===== src/rtl/branch_pht_updater_if.sv =====
// Decode lookup, Execute update and statistics bundle of the branch pattern-history table.
interface branch_pht_updater_if #(
    parameter int unsigned IDX_W = 10,
    parameter int unsigned CNT_W = 16
);
    logic [IDX_W-1:0] rd_idx;
    logic             prediction;
    logic             upd_en;
    logic [IDX_W-1:0] upd_idx;
    logic             upd_taken;
    logic             upd_pred;
    logic             ready;
    logic             mispredict;
    logic [CNT_W-1:0] branch_count;
    logic [CNT_W-1:0] mispredict_count;

    modport master (
        output rd_idx, upd_en, upd_idx, upd_taken, upd_pred,
        input  prediction, ready, mispredict, branch_count, mispredict_count
    );

    modport slave (
        input  rd_idx, upd_en, upd_idx, upd_taken, upd_pred,
        output prediction, ready, mispredict, branch_count, mispredict_count
    );
endinterface


===== src/rtl/branch_pht_updater.sv =====
// Two-bit saturating pattern-history table: init sweep after reset, two-stage
// read-modify-write update with lookup bypass, and misprediction statistics.
module branch_pht_updater #(
    parameter int unsigned IDX_W    = 10,
    parameter int unsigned CNT_W    = 16,
    parameter logic [1:0]  INIT_VAL = 2'b01
) (
    input logic clk,
    input logic reset,
    branch_pht_updater_if.slave bus
);
    localparam int unsigned DEPTH = 1 << IDX_W;

    typedef enum logic {INIT, RUN} stateT;

    stateT            stateQ, stateD;
    logic [IDX_W-1:0] ptrQ, ptrD;
    logic [1:0]       pht [DEPTH];

    logic             u1Valid;
    logic [IDX_W-1:0] idxR;
    logic             takenR;
    logic             predR;

    logic             mispredictQ;
    logic [CNT_W-1:0] branchCountQ;
    logic [CNT_W-1:0] mispredictCountQ;

    logic             accept;
    logic             wrEn;
    logic [IDX_W-1:0] wrIdx;
    logic [1:0]       wrVal;
    logic [1:0]       curVal;
    logic [1:0]       nextVal;
    logic             predictionC;

    always_ff @(posedge clk) begin
        if (reset) begin
            stateQ <= INIT;
            ptrQ   <= '0;
        end else begin
            stateQ <= stateD;
            ptrQ   <= ptrD;
        end
    end

    // Sweep writes INIT_VAL in INIT; in RUN the single write port belongs to U2.
    always_comb begin
        stateD  = stateQ;
        ptrD    = ptrQ;
        accept  = 1'b0;
        wrEn    = 1'b0;
        wrIdx   = ptrQ;
        wrVal   = INIT_VAL;
        curVal  = pht[idxR];
        nextVal = curVal;
        if (takenR) begin
            if (curVal != 2'b11) nextVal = curVal + 2'd1;
        end else begin
            if (curVal != 2'b00) nextVal = curVal - 2'd1;
        end
        case (stateQ)
            INIT: begin
                wrEn = 1'b1;
                ptrD = ptrQ + IDX_W'(1);
                if (ptrQ == '1) stateD = RUN;
            end
            RUN: begin
                accept = bus.upd_en;
                if (u1Valid) begin
                    wrEn  = 1'b1;
                    wrIdx = idxR;
                    wrVal = nextVal;
                end
            end
            default: stateD = INIT;
        endcase
    end

    // Table has no reset of its own; a write coinciding with reset is discarded.
    always_ff @(posedge clk) begin
        if (wrEn && !reset) pht[wrIdx] <= wrVal;
    end

    always_ff @(posedge clk) begin
        if (reset) begin
            u1Valid          <= 1'b0;
            idxR             <= '0;
            takenR           <= 1'b0;
            predR            <= 1'b0;
            mispredictQ      <= 1'b0;
            branchCountQ     <= '0;
            mispredictCountQ <= '0;
        end else begin
            u1Valid     <= accept;
            idxR        <= bus.upd_idx;
            takenR      <= bus.upd_taken;
            predR       <= bus.upd_pred;
            // Pulse lines up with the U2 cycle of the mispredicted branch.
            mispredictQ <= accept && (bus.upd_taken != bus.upd_pred);
            if (u1Valid) begin
                if (branchCountQ != '1) branchCountQ <= branchCountQ + CNT_W'(1);
                if ((takenR != predR) && (mispredictCountQ != '1))
                    mispredictCountQ <= mispredictCountQ + CNT_W'(1);
            end
        end
    end

    // Lookup forwards the in-flight U2 result so Decode never sees a stale entry.
    always_comb begin
        predictionC = 1'b0;
        if (stateQ == RUN) begin
            if (u1Valid && (idxR == bus.rd_idx)) predictionC = nextVal[1];
            else                                 predictionC = pht[bus.rd_idx][1];
        end
    end

    assign bus.prediction       = predictionC;
    assign bus.ready            = (stateQ == RUN);
    assign bus.mispredict       = mispredictQ;
    assign bus.branch_count     = branchCountQ;
    assign bus.mispredict_count = mispredictCountQ;
endmodule


===== src/flat_wrapper.sv =====
// flat-port wrapper written by rule: the top's interface ports become plain ports
module branch_pht_updater_flat 
#(
    parameter int unsigned IDX_W    = 10,
    parameter int unsigned CNT_W    = 16,
    parameter logic [1:0]  INIT_VAL = 2'b01
)
  (clk, reset, bus_rd_idx, bus_upd_en, bus_upd_idx, bus_upd_taken, bus_upd_pred, bus_prediction, bus_ready, bus_mispredict, bus_branch_count, bus_mispredict_count);
  branch_pht_updater_if #(.IDX_W(IDX_W), .CNT_W(CNT_W)) bus_i ();
  input logic clk;
  input logic reset;
  input wire logic [$bits(bus_i.rd_idx)-1:0] bus_rd_idx;
  input wire logic [$bits(bus_i.upd_en)-1:0] bus_upd_en;
  input wire logic [$bits(bus_i.upd_idx)-1:0] bus_upd_idx;
  input wire logic [$bits(bus_i.upd_taken)-1:0] bus_upd_taken;
  input wire logic [$bits(bus_i.upd_pred)-1:0] bus_upd_pred;
  output wire logic [$bits(bus_i.prediction)-1:0] bus_prediction;
  output wire logic [$bits(bus_i.ready)-1:0] bus_ready;
  output wire logic [$bits(bus_i.mispredict)-1:0] bus_mispredict;
  output wire logic [$bits(bus_i.branch_count)-1:0] bus_branch_count;
  output wire logic [$bits(bus_i.mispredict_count)-1:0] bus_mispredict_count;
  assign bus_i.rd_idx = bus_rd_idx;
  assign bus_i.upd_en = bus_upd_en;
  assign bus_i.upd_idx = bus_upd_idx;
  assign bus_i.upd_taken = bus_upd_taken;
  assign bus_i.upd_pred = bus_upd_pred;
  assign bus_prediction = bus_i.prediction;
  assign bus_ready = bus_i.ready;
  assign bus_mispredict = bus_i.mispredict;
  assign bus_branch_count = bus_i.branch_count;
  assign bus_mispredict_count = bus_i.mispredict_count;
  branch_pht_updater #(.IDX_W(IDX_W), .CNT_W(CNT_W), .INIT_VAL(INIT_VAL)) u_core (.clk(clk), .reset(reset), .bus(bus_i));
endmodule

===== config.mk =====
export PLATFORM = sky130hd
export DESIGN_NAME = branch_pht_updater_flat
export DESIGN_NICKNAME = d
export VERILOG_FILES = /design/src/rtl/branch_pht_updater_if.sv /design/src/rtl/branch_pht_updater.sv /design/src/flat_wrapper.sv
export SDC_FILE = /design/constraint.sdc
export NUM_CORES = 2
export LEC_CHECK = 0
export CORE_MARGIN = 5
export CORE_UTILIZATION = 40
export CTS_BUF_LIST = sky130_fd_sc_hd__clkbuf_4 sky130_fd_sc_hd__clkbuf_8 sky130_fd_sc_hd__clkbuf_16
export CTS_CLUSTER_SIZE = 14
export DETAILED_ROUTE_END_ITERATION = 12
export HOLD_SLACK_MARGIN = 0.05
export SYNTH_ARGS = -nofsm -noshare
export SYNTH_HDL_FRONTEND = slang
export SYNTH_SLANG_ARGS = --single-unit
export TNS_END_PERCENT = 50

===== constraint.sdc =====
create_clock -name clk -period 43.6 [get_ports clk]
set_clock_uncertainty 0.2 [all_clocks]
set_input_delay 8.72 -clock clk [delete_from_list [all_inputs] [get_ports clk]]
set_output_delay 8.72 -clock clk [all_outputs]
set_load 0.005 [all_outputs]

==> impl.org <==
* Implementation run

** Yosys
- Flops out of synthesis :: 2105
- After synthesis, the design contains 5645 cells according to Yosys.
- The share of the Yosys chip area taken by registers is 0.6599.
- Per the synthesis report, the number of distinct cell types is 79.
- The Yosys step of the flow raised 0 warnings.
- Syn nets :: 5673

** Route
- Via count :: 57190
- The first detailed-routing pass ran for 6 iterations.
- In the post-route report, total wirelength is listed as 308400 um.

** Critical path
- Per STA, the highest per-stage delay on the worst path measures 800 ps.
- The critical path runs through a total of 13 cells.
- Buffer-and-inverter tally for the worst setup path :: 4
- Worst setup endpoint :: bus_prediction
- Crit path from :: bus_rd_idx[1]
- In the setup report, the worst path falls into the class primary input to primary output.
- Kind of launch point of the worst setup path :: primary input

** Cells and area
- Non-clock buffer contribution to total cell area :: 0.01624
- Multi-input combinational cell area :: 0.02990 mm2
- Counting the clock-network buffers in the layout gives 270.
- Number of flip-flops under the largest register name :: 2048
- Non-clock inverter instance count of the final layout :: 15
- The repair_antennas step left the layout with diodes totalling 5.

** Final timing
- The worst path meets setup with 19920 ps of slack.
- Minimum period implied by the final worst setup slack :: 23680 ps
- For reference, the final report shows the max-slew violation count at 129.
- Highest clock frequency the design can meet :: 42.22 MHz

** Clock network
- Clock transition time at the flip-flop clock pins of the worst setup and hold paths :: 60 ps
- TritonCTS clock tree :: done

** Place
- The placed instances occupy a cell area of 0.09827 mm2.
- Once placement completed, the tool counted placed cells totaling 8498.
- Buffers placed on the I/O ports in this run total 59.

** GRT
- The number of antenna violations at the first check in global routing is 20.

** Worst hold path
- Min-Delay Startpoint :: u_core.bus.branch_count[9]
- Min-Delay Endpoint :: u_core.bus.branch_count[9]

** Run status
- The flow ran to the end, but the final reports show violations.
- Violated checks :: slew limit

** Floorplan
- Die Footprint :: 0.2472 mm2
- Vertical die dimension :: 497.1 um

** Pwr
- Maximum resistive drop on vdd :: 39.41 uV
==> images/pinout.png <==
Pins as bars across the die edge, other pins in grey.
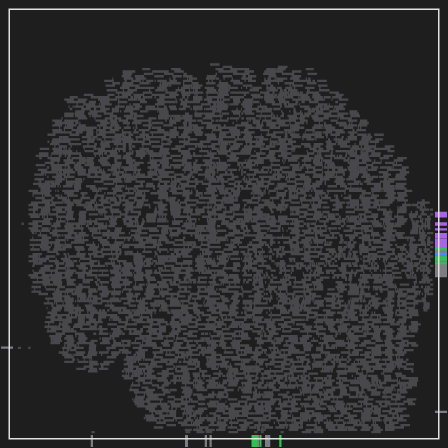
[blue] bus_mispredict | pins: 1 | direction: output | edge: right
[purple] bus_branch_count | pins: 16 | direction: output | edge: right
[green] bus_upd_idx | pins: 10 | direction: input | edge: 5 right, 5 bottom

==> images/clock_wires.png <==
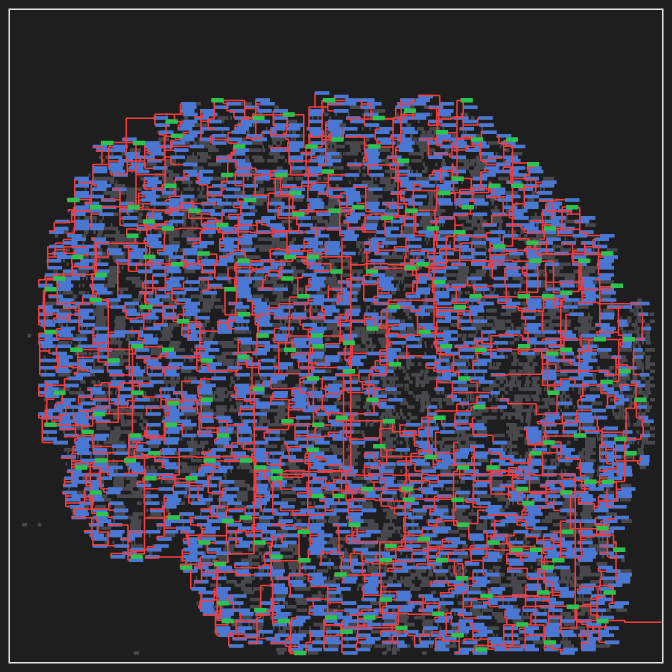
[blue] flip-flops | count: 2105
[red] clock wires | length: 25.8 mm
[green] clock-net drivers | count: 210
routed clock nets: 211
clock latency of the later-clocked register in the worst-skew pair: 860 ps
clock power share: 0.437

==> images/m4.png <==
Scale bar: 100 um.
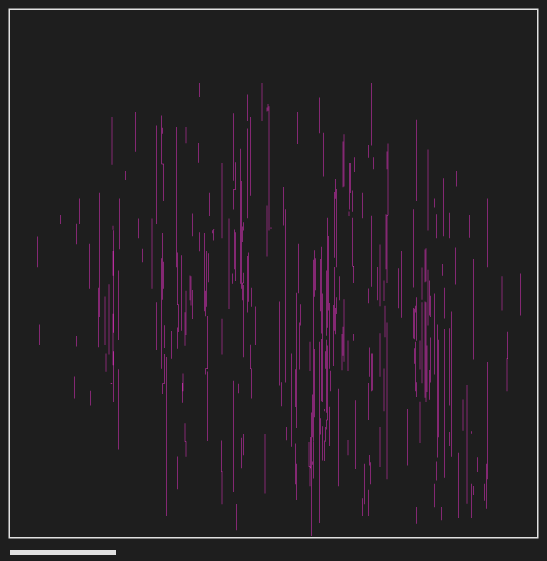
main direction: vertical
wire length on this layer: 11600 um
longest straight run: 171 um
nets with wire on the layer: 126

==> images/clock_nets.png <==
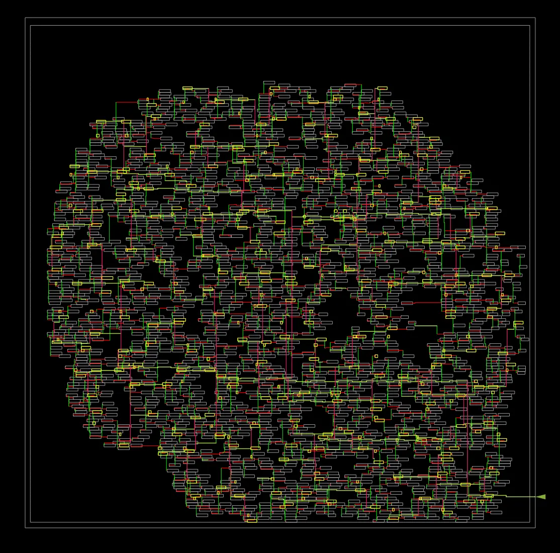
clk sink count: 2105
number of buffers created by CTS: 210
clock network power: 1.84 mW

Power is estimated from default activity; no workload was simulated.
